==> run_1/sizing.png <==
Scale bar: 50 um.
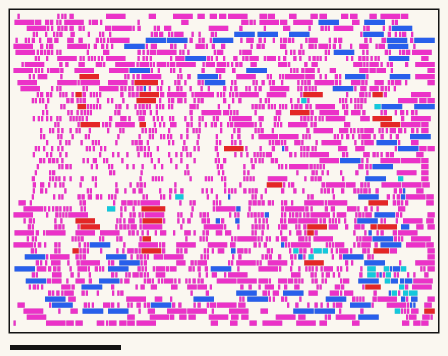
==> run_1/clock_wires.png <==
Scale bar: 50 um.
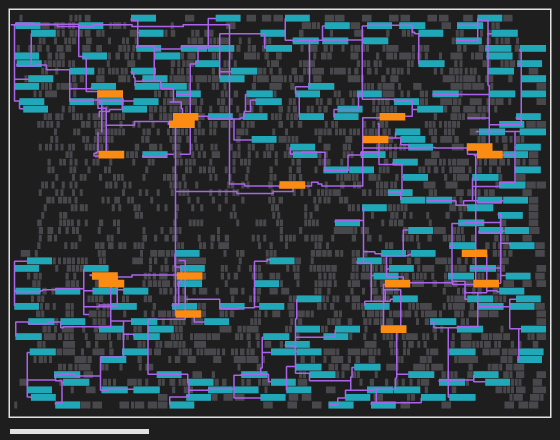
==> run_1/clock_nets.png <==
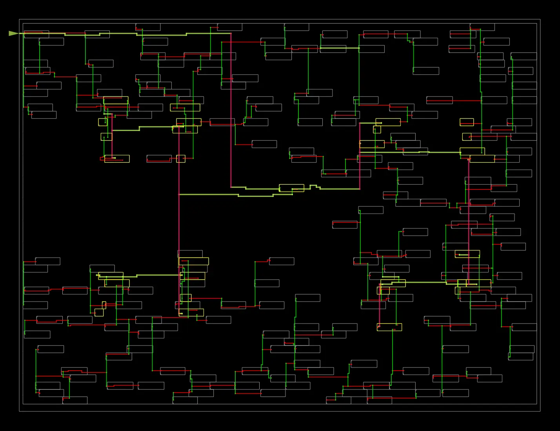
**src/rtl/irq_pend_gen.sv**
```systemverilog
// irq_pend_gen: machine timer (mtime/mtimecmp), software-interrupt bits and external IRQ synchronizers.
// Latency: ack one cycle after an accepted req; mtip one cycle after the compare; eip SYNC_STAGES+1 edges.
// Backpressure: none; a req seen while ack is high is dropped, so a held req completes every 2 cycles.
//
// Ports:
//   clk_in, reset_in (async, active-low)
//   req/we/addr/wdata  -> single-beat bus request; ack/rdata/err one cycle later
//   ext_irq_async[2:0] -> [0]=user, [1]=supervisor, [2]=machine external IRQ (async level)
//   usip/ssip/msip     <- software pending bits (SWI register)
//   utip/stip/mtip     <- timer pending; only mtip is live
//   ueip/seip/meip     <- synchronized external pending bits
module irq_pend_gen #(
  parameter int PRESCALE    = 1,
  parameter int SYNC_STAGES = 2,
  parameter int RSZ         = 32
) (
  input  logic           clk_in,
  input  logic           reset_in,
  input  logic           req,
  input  logic           we,
  input  logic [4:0]     addr,
  input  logic [RSZ-1:0] wdata,
  output logic           ack,
  output logic [RSZ-1:0] rdata,
  output logic           err,
  input  logic [2:0]     ext_irq_async,
  output logic           usip,
  output logic           ssip,
  output logic           msip,
  output logic           utip,
  output logic           stip,
  output logic           mtip,
  output logic           ueip,
  output logic           seip,
  output logic           meip
);

  localparam logic [15:0] PS_LAST = 16'(PRESCALE - 1);

  logic [15:0]    pcnt;
  logic [63:0]    mtime;
  logic [63:0]    mtimecmp;
  logic [2:0]     swi;                  // [0]=msip [1]=ssip [2]=usip
  logic [2:0]     sync_q [SYNC_STAGES];
  logic [2:0]     eip;
  logic           tick;
  logic           acc;
  logic           bad;
  logic           wr;
  logic           sel_swi;
  logic           sel_cmp_lo;
  logic           sel_cmp_hi;
  logic           sel_mt_lo;
  logic           sel_mt_hi;
  logic [RSZ-1:0] rd_val;

  always_comb begin
    sel_swi    = (addr[4:2] == 3'd0);
    sel_cmp_lo = (addr[4:2] == 3'd2);
    sel_cmp_hi = (addr[4:2] == 3'd3);
    sel_mt_lo  = (addr[4:2] == 3'd4);
    sel_mt_hi  = (addr[4:2] == 3'd5);
    bad        = (addr[1:0] != 2'b00) ||
                 !(sel_swi || sel_cmp_lo || sel_cmp_hi || sel_mt_lo || sel_mt_hi);
    // A request arriving while the previous ack is still high is ignored.
    acc        = req && !ack;
    wr         = acc && we && !bad;
    tick       = (pcnt == PS_LAST);
    rd_val     = '0;
    if (sel_swi)         rd_val[2:0] = swi;
    else if (sel_cmp_lo) rd_val      = mtimecmp[31:0];
    else if (sel_cmp_hi) rd_val      = mtimecmp[63:32];
    else if (sel_mt_lo)  rd_val      = mtime[31:0];
    else if (sel_mt_hi)  rd_val      = mtime[63:32];
  end

  always_ff @(posedge clk_in or negedge reset_in) begin
    if (!reset_in) begin
      pcnt     <= '0;
      mtime    <= '0;
      mtimecmp <= '1;
      swi      <= '0;
      mtip     <= 1'b0;
      ack      <= 1'b0;
      err      <= 1'b0;
      rdata    <= '0;
    end else begin
      // Prescaler free-runs; bus writes to mtime never restart it.
      pcnt <= tick ? '0 : pcnt + 16'd1;

      // A bus write to either mtime half wins over the tick and suppresses
      // the increment of the whole 64-bit value for that edge.
      if (wr && sel_mt_lo)      mtime[31:0]  <= wdata;
      else if (wr && sel_mt_hi) mtime[63:32] <= wdata;
      else if (tick)            mtime        <= mtime + 64'd1;

      if (wr && sel_cmp_lo) mtimecmp[31:0]  <= wdata;
      if (wr && sel_cmp_hi) mtimecmp[63:32] <= wdata;
      if (wr && sel_swi)    swi             <= wdata[2:0];

      mtip  <= (mtime >= mtimecmp);

      ack   <= acc;
      err   <= acc && bad;
      rdata <= (acc && !we && !bad) ? rd_val : '0;
    end
  end

  // External IRQs: SYNC_STAGES synchronizer flops followed by one output register.
  always_ff @(posedge clk_in or negedge reset_in) begin
    if (!reset_in) begin
      for (int s = 0; s < SYNC_STAGES; s++) sync_q[s] <= '0;
      eip <= '0;
    end else begin
      sync_q[0] <= ext_irq_async;
      for (int s = 1; s < SYNC_STAGES; s++) sync_q[s] <= sync_q[s-1];
      eip <= sync_q[SYNC_STAGES-1];
    end
  end

  assign usip = swi[2];
  assign ssip = swi[1];
  assign msip = swi[0];
  assign utip = 1'b0;
  assign stip = 1'b0;
  assign ueip = eip[0];
  assign seip = eip[1];
  assign meip = eip[2];

endmodule

```
**config.mk**
```make
export PLATFORM = sky130hd
export DESIGN_NAME = irq_pend_gen
export DESIGN_NICKNAME = d
export VERILOG_FILES = /design/src/rtl/irq_pend_gen.sv
export SDC_FILE = /design/constraint.sdc
export NUM_CORES = 1
export LEC_CHECK = 0
export ABC_AREA = 1
export CORE_ASPECT_RATIO = 0.75
export CORE_UTILIZATION = 45
export DETAILED_ROUTE_END_ITERATION = 10
export SYNTH_ARGS = -nofsm -noshare
export SYNTH_HDL_FRONTEND = slang
export SYNTH_SLANG_ARGS = --single-unit
```
**constraint.sdc**
```tcl
create_clock -name clk_in -period 4.52 [get_ports clk_in]
set_clock_uncertainty 0.05 [all_clocks]
set_input_delay 0.904 -clock clk_in [delete_from_list [all_inputs] [get_ports clk_in]]
set_output_delay 0.904 -clock clk_in [all_outputs]
set_load 0.01 [all_outputs]
```
==> metrics.csv, run 1 <==
stage,metric,value,unit
run_status,outcome,completed,
yosys,Ys Warns,0,
critical_path,cell mode on critical path,nand2_1,
global_routing,busiest grt layer,met1,
final_timing,Max Slew Vio Count,0,
pwr,Int Pwr,3.429,mW
yosys,top_reg_cell synth,dfrtp_1,
floorplanning,row cnt,52,
min_path,Worst Hold End,eip[0],
yosys,Cells after Synth,1780,
cts,Post-CTS Setup Inserts,0,
yosys,Yosys top cell by instances,nand2_1,
yosys,Mapped Avg Cell Area,6.960,um2
yosys,biggest area cells,"dfrtp_1, nand2_1, dfstp_2, ha_1, inv_1",
critical_path,total stage count of the critical path,11,
critical_path,Setup crit end,mtime[19],
critical_path,WS Path Type,input pin to register,
critical_path,Worst Setup SP,addr[2],
critical_path,Slowest cell on crit path,inv_2,
critical_path,worst path required time,4810,ps
finish,Non-clock buffering overhead,7.031,%
finish,Non-Filler Instances,2208,
final_timing,WHS,304.3,ps
yosys,Synth Seq Share,39.23,%
critical_path,RR Startpoint,pcnt[7],
routing,wire per inst,20.39,um
routing,routed wire length,45.02,mm
pwr,Gate power share,31.0,%
min_path,Hold Crit Class,register to register,
floorplanning,Core Util at FP,45.88,%
final_timing,Setup TNS,0,ps
finish,multi-input gates,1305,
global_routing,largest net degree at the start of global routing,93,
routing,DR vias,12200,
critical_path,Worst Path Arrival,3450,ps
critical_path,Worst path top cell family by delay,simple AND/OR/NAND/NOR gates,
critical_path,Worst setup SP type,input pin,
yosys,#FFs+latches synth,191,
finish,Top Layout Cells,"nand2_1, inv_1, nor2_1",
finish,Logic inverters,230,
routing,DR vias/cell,5.526,
critical_path,CP max stage delay,620,ps
finish,flop share of the area,34.35,%
placed_design,gpl congestion,0.9846,
routing,Met2 Wirelength,17.78,mm
yosys,Mux area share,0.09090,%
pwr,sequential share of power,41.1,%
placed_design,placed cell area,13550,um2
yosys,yosys cell count,1780,
Back to the opening pictures, sizing.png:
- red: x6 and larger (cells 31; share 1.7%)
- blue: x2 (cells 89; share 4.8%)
- magenta: x1 and smaller (cells 1,717; share 92%)
- cyan: x3 and x4 (cells 20; share 1.1%)
Final Cell Area: 14,150 um2
worst setup margin: 1356 ps
Repair and plain buffers: 99
area delta synth->final: 14.20%

Back to the opening pictures, clock_wires.png:
- purple: clock wires (length 2,710 um)
- orange: clock-net drivers (count 17)
- cyan: flip-flops (count 191)
- flops lie: widely spread
Clk pwr share: 27.8%
Clock net power: 1.59 mW
clk_lat worst skew: 460 ps

Back to the opening pictures, clock_nets.png:
flip-flops: 191
CTS Buf Count: 17
clkbuf count: 20
CTS sink count: 191

==> run_1/ff_map.png <==
Other sequential cells in the stronger grey, the rest of the logic in the fainter grey.
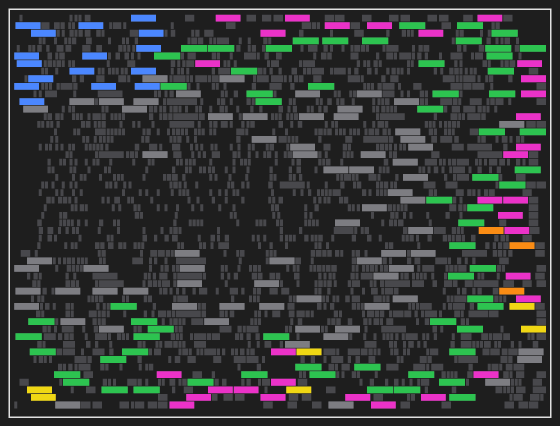

==> run 2: changes to the inputs <==
Clock period 4.52 ns to 3.1 ns, I/O delays scaled along.
==> run_2/ff_map.png <==
Other sequential cells in the stronger grey, the rest of the logic in the fainter grey.
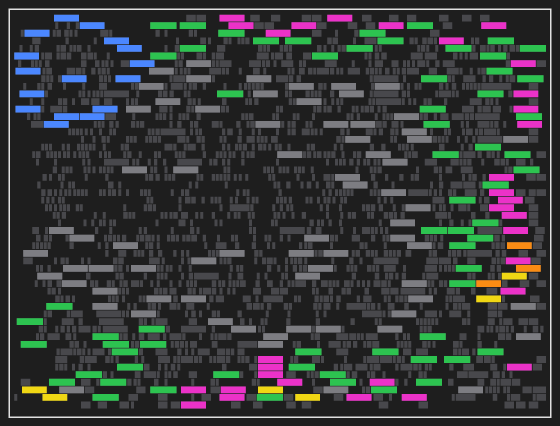
- blue: pcnt (placed flops 16; where north-west)
- orange: swi (placed flops 3)
- green: mtimecmp (placed flops 64; where widely spread)
- yellow: sync_q (placed flops 6)
- magenta: rdata (placed flops 32)
- not coloured: 70
final core occ: 52.90%
FF/Latch Area: 4860 um2

==> run 2 against run 1 <==
Worst setup slack worse by 680 ps. Via count fell by 0.31%. Largest cell class unchanged. Die size is the same. Global-route usage fell by 0.44 points. Sequential cell count stayed put. Core utilization is 0.51 points higher. Sequential share of layout area is 0.33 points lower. Register-to-register slack worse by 1100 ps. Critical path type is now register to register. Power is 46% higher. Area after synthesis unchanged. Combinational power grew 47%. Highest routed layer unchanged.
==> metrics.csv, run 2 <==
stage,metric,value,unit,change
global_routing,largest net degree at the start of global routing,73,,-22%
pwr,switching portion of total power,40.02,%,
critical_path,Worst setup SP type,register,,
floorplanning,row cnt,52,,unchanged
yosys,yosys synthesis chip area,12390,um2,
placed_design,placed cell area,13700,um2,+1.1%
yosys,#FFs+latches synth,191,,unchanged
routing,wl on met1,21.12,mm,
yosys,biggest area cells,"dfrtp_1, nand2_1, dfstp_2, ha_1, inv_1",,
finish,flip-flops,191,,unchanged
finish,Final Cell Area,14280,um2,+0.96%
floorplanning,Core Util at FP,45.88,%,unchanged
yosys,Mux area share,0.09090,%,unchanged
finish,flop share of the area,34.02,%,-0.33 points
critical_path,Worst Setup SP,mtime[0],,
cts,CTS sink count,191,,unchanged
critical_path,RR Startpoint,mtime[0],,
global_routing,vias in the first global route,11250,,
critical_path,Worst Path Arrival,2710,ps,-740 ps
critical_path,Worst path top cell family by delay,simple AND/OR/NAND/NOR gates,,
run_status,outcome,completed,,
final_timing,Max Slew Vio Count,0,,unchanged
finish,Layout Nets,1966,,
critical_path,CP max stage delay,420,ps,-200 ps
finish,Repair and plain buffers,110,,+11%
routing,Met2 Wirelength,17.47,mm,-1.7%
global_routing,busiest grt layer,met1,,
global_routing,initial antenna violation count,0,,
critical_path,Setup crit end,mtime[46],,
pwr,sequential share of power,41.2,%,about the same
yosys,Ys Warns,0,,unchanged
finish,dominant kind of cell,logic gates,,
yosys,Yosys top cell by instances,nand2_1,,
routing,DR vias,12160,,-0.31%
final_timing,Setup TNS,0,ps,unchanged
pwr,Pleak,7.308,nW,
pwr,Gate power share,31.2,%,+0.2 points
min_path,Hold Crit Class,input pin to async pin,,
yosys,Synth Seq Share,39.23,%,unchanged
routing,routed length on met3,4.928,mm,
routing,routed wire length,44.35,mm,-1.5%
routing,DR vias/cell,5.481,,-0.81%
finish,area delta synth->final,15.30,%,
cts,Clock Tree Buf Depth,2,,
placed_design,Port Buffers,84,,
finish,clkbuf count,21,,+5.0%
yosys,Cells after Synth,1780,,unchanged
yosys,top cell type's share of synthesized area,25.65,%,
final_timing,worst setup margin,676.7,ps,-679.0 ps
cts,CTS Buf Count,17,,unchanged
cts,clk_lat worst skew,460,ps,about the same
yosys,yosys cell count,1780,,unchanged
pwr,Clk pwr share,27.6,%,-0.2 points
finish,multi-input gates,1305,,unchanged
critical_path,WS Path Type,register to register,,
cts,Post-CTS Setup Inserts,0,,unchanged
final_timing,WHS,140.0,ps,-164.3 ps
pwr,Int Pwr,4.992,mW,+46%
critical_path,total stage count of the critical path,10,,-1
routing,DR top layer,met4,,
finish,Non-Filler Instances,2219,,+0.50%
finish,Top Layout Cells,"nand2_1, inv_1, nor2_1",,
finish,Logic inverters,230,,unchanged
pwr,Clock net power,2.30,mW,+45%
finish,Non-clock buffering overhead,7.980,%,+0.95 points
yosys,Mapped Avg Cell Area,6.960,um2,unchanged
yosys,top_reg_cell synth,dfrtp_1,,
==> run_2/m4.png <==
Supply wires on this layer in grey.
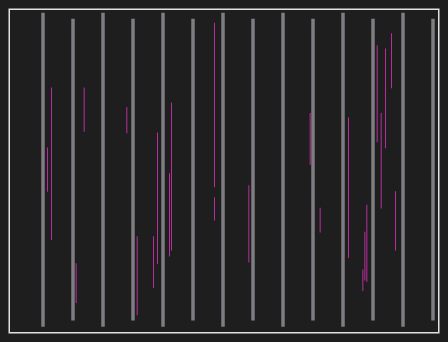
- share of all routed wire: 1.9%
- wire length on this layer: 824 um
- longest straight run: 74.1 um

No activity file was given, so power comes from the tool's default toggle rates.
